==> images/m1.png <==
The bar under the picture is 50 microns long. Supply wires on this layer in grey.
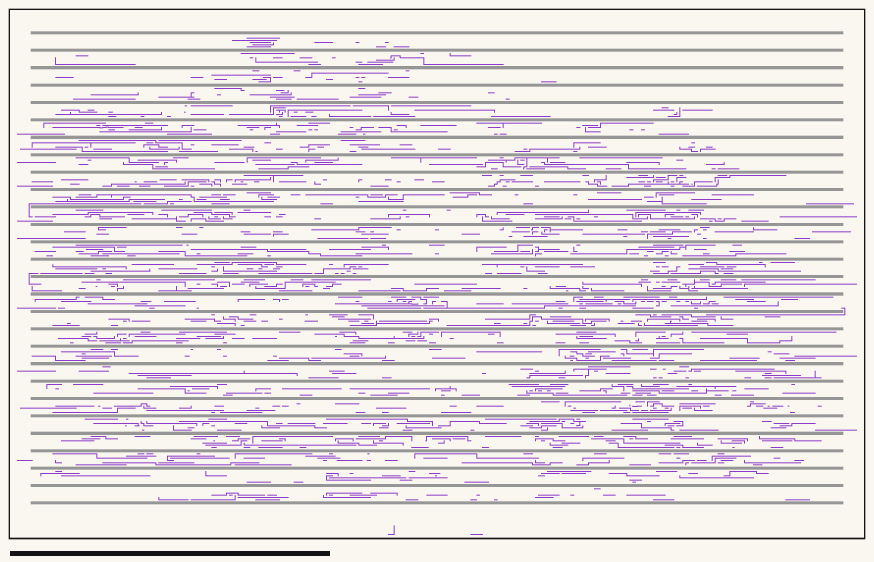
==> images/m2.png <==
Cells faint in the background.
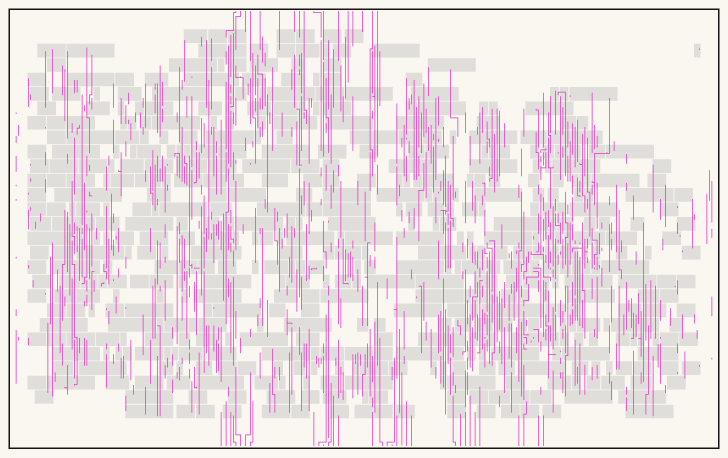
==> images/m3.png <==
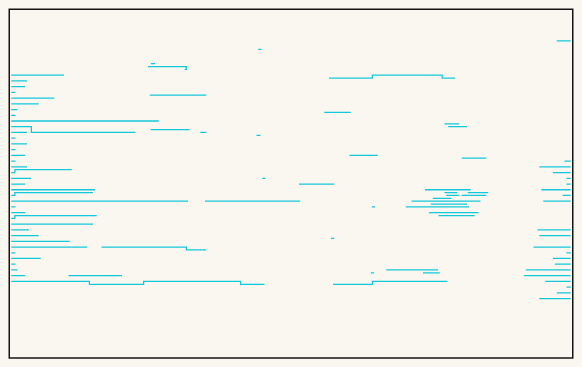
==> images/m4.png <==
The bar under the picture is 50 microns long. Supply wires on this layer in grey.
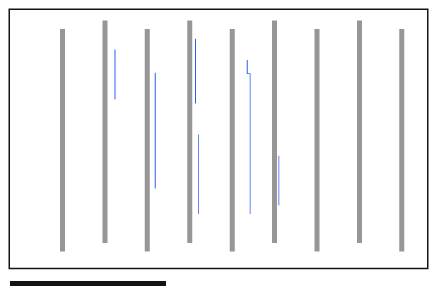
==> images/congestion_map.png <==
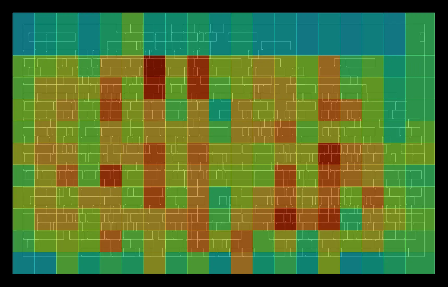
Design cnn_batch_inference_sequencer, sky130hd; sources not shown.
==> impl_report.txt <==
IMPLEMENTATION SUMMARY REPORT
----------------------------------------------------
[Routing]
  Routed vias/inst ........................ 5.29
  Residual antenna-violating net count after detailed routing ........................ 0
  DRC violations left ........................ 0

[Global route]
  Via count of the first global-routing pass ........................ 3777
  Largest net degree at the start of global routing ........................ about 80

[Final timing]
  Slew HR ........................ 0.340
  Unrepaired setup endpoints after global routing ........................ no
  Time the final worst path needs with I/O delays and setup ........................ just under 3 ns

[Power and ir drop]
  Leakage ........................ 2.81 nW
  Part of the power in the clock network ........................ 0.183
  Cell internal power dissipation ........................ 2.86 mW
  Power share of the sequential group ........................ 0.308

[Logic synthesis]
  Mean instance size in the synthesized netlist ........................ 10.2 sq um
  Synthesized netlist net count ........................ ~580
  Sequential share of the synthesized area ........................ 0.412

[Worst setup path]
  Kind of critical path ........................ register to output pin
  Setup slack on the worst flop-to-flop path ........................ slightly above 0.7 ns
  Gate family responsible for the most delay along the worst path ........................ buffers and inverters
  CP Launch Type ........................ register
  Cell repeated most along the worst path ........................ inv_1
  Reg2Reg Depth ........................ 10

[Clock network]
  Htree depth ........................ 3
  Cells resized by post-CTS repair ........................ 0

[Run status]
  Outcome ........................ finished clean

[Floorplanning]
  I/O pins ........................ approximately 140
  Total die size ........................ 0.0110 sq mm

[Place]
  Final weighted congestion in routability-driven placement ........................ 0.878

[Layout]
  Share of final-layout standard cells stronger than drive strength 1 ........................ 0.111

----------------------------------------------------
-- m1.png (at the start) --
wire length on this layer	4660 microns
share of all routed wire	44%
met1 Use GR: 0.266
total length of routed wires: 10500 microns
via total after detailed routing: 3639

-- m2.png (at the start) --
longest straight run	29.9 microns
wire length on this layer	4920 microns
nets with wire on the layer	572
share of all routed wire	47%
main direction	vertical
fraction of met2 tracks used by global routing: 0.341

-- m3.png (at the start) --
share of all routed wire	7.4%
nets with wire on the layer	81
met3 capacity usage during global routing: 0.0708

-- m4.png (at the start) --
share of all routed wire	1.6%
longest straight run	44.8 microns

-- congestion_map.png (at the start) --
total global-route track usage: 0.209
gr busiest metal: met2

## power by group through the flow
stage	registers [mW]	logic [mW]	clock network [mW]
global placement	1.40	2.28	0
finish	1.43	2.36	0.848
floorplan	1.58	1.32	0
detailed placement	1.43	2.37	0
CTS	1.42	2.39	0.873
global route	1.47	2.59	0.909
## synthesized netlist by cell type, types with 2 or more instances
| cell type | instances | area, sq um |
|---|---|---|
| a21o_1 | 8 | 60.1 |
| a21oi_1 | 21 | 105 |
| a221o_1 | 2 | 20.0 |
| a221oi_1 | 2 | 17.5 |
| a22o_1 | 2 | 17.5 |
| a31oi_1 | 3 | 18.8 |
| and2_1 | 7 | 43.8 |
| and3_1 | 4 | 25.0 |
| buf_2 | 3 | 15.0 |
| buf_4 | 6 | 45.0 |
| buf_8 | 2 | 30.0 |
| clkbuf_1 | 9 | 33.8 |
| dfrtp_1 | 77 | 1930 |
| ha_1 | 43 | 538 |
| inv_1 | 49 | 184 |
| mux2_2 | 11 | 124 |
| mux2_4 | 27 | 405 |
| nand2_1 | 33 | 124 |
| nand3_1 | 18 | 90.1 |
| nand4_1 | 9 | 56.3 |
| nor2_1 | 34 | 128 |
| nor2b_1 | 4 | 25.0 |
| nor3_1 | 5 | 25.0 |
| nor4_1 | 6 | 37.5 |
| o21ai_0 | 19 | 95.1 |
| o2bb2ai_1 | 4 | 35.0 |
| o31ai_1 | 2 | 15.0 |
| or2_2 | 2 | 12.5 |
| or3_1 | 8 | 50.1 |
| xnor2_1 | 9 | 78.8 |
| xor2_1 | 14 | 123 |
## cell families (layout without fill, tap and decap cells)
| logic type | count (synthesis) | count (layout) | share of synthesized area |
|---|---|---|---|
| compound gates | 72 | 72 | 0.103 |
| xor+xnor | 23 | 23 | 0.0431 |
| fa+ha+maj | 44 | 44 | 0.119 |
| buf+inv | 70 | 169 | 0.0682 |
| flops | 77 | 77 | 0.412 |
| mux | 38 | 38 | 0.113 |
| other cells | 1 | 1 | 0.000802 |
| simple gates | 134 | 134 | 0.140 |
## through the flow
| stage | hold WS (ns) | cells | area, sq um | setup WS, ns |
|---|---|---|---|---|
| 2_1_floorplan | 0.0544 | 459 | 4680 | 0.686 |
| 3_3_place_gp | 0.463 | 674 | 5770 | 0.381 |
| 3_5_place_dp | 0.474 | 674 | 5770 | 0.316 |
| 4_1_cts | 0.215 | 688 | 6030 | 0.556 |
| 5_1_grt | 0.258 | 688 | 6030 | 0.425 |
| 6_report | 0.171 | 688 | 6030 | 0.601 |
## area by class of cell
cell class / instances / area share
timing repair buffer: 106 / 0.176
tap: 130 / 0.0270
sequential: 77 / 0.319
inverter: 49 / 0.0305
clock buffer: 11 / 0.0419
multi-input combinational: 312 / 0.403
clock inverter: 3 / 0.00228
## worst register-to-register path: stages (launching register included)
cell and delay [ns]:
dfrtp_1 0.38, inv_1 0.06, ha_1 0.33, a21oi_2 0.15, nand2_1 0.07, a221o_1 0.35
nor3_2 0.22, nand2_1 0.13, o311ai_4 0.34, buf_12 0.27, mux2_2 0.37
## per-layer routing
metal	global-route usage	vias up	share of wire
met3	0.0708	16	0.073
met4	0.0688	0	0.016
met1	0.266	1739	0.44
li1	-	1766	-
met2	0.341	118	0.47
met5	0	-	0
Power figures rest on the tool's default switching activity, not on a simulated workload.
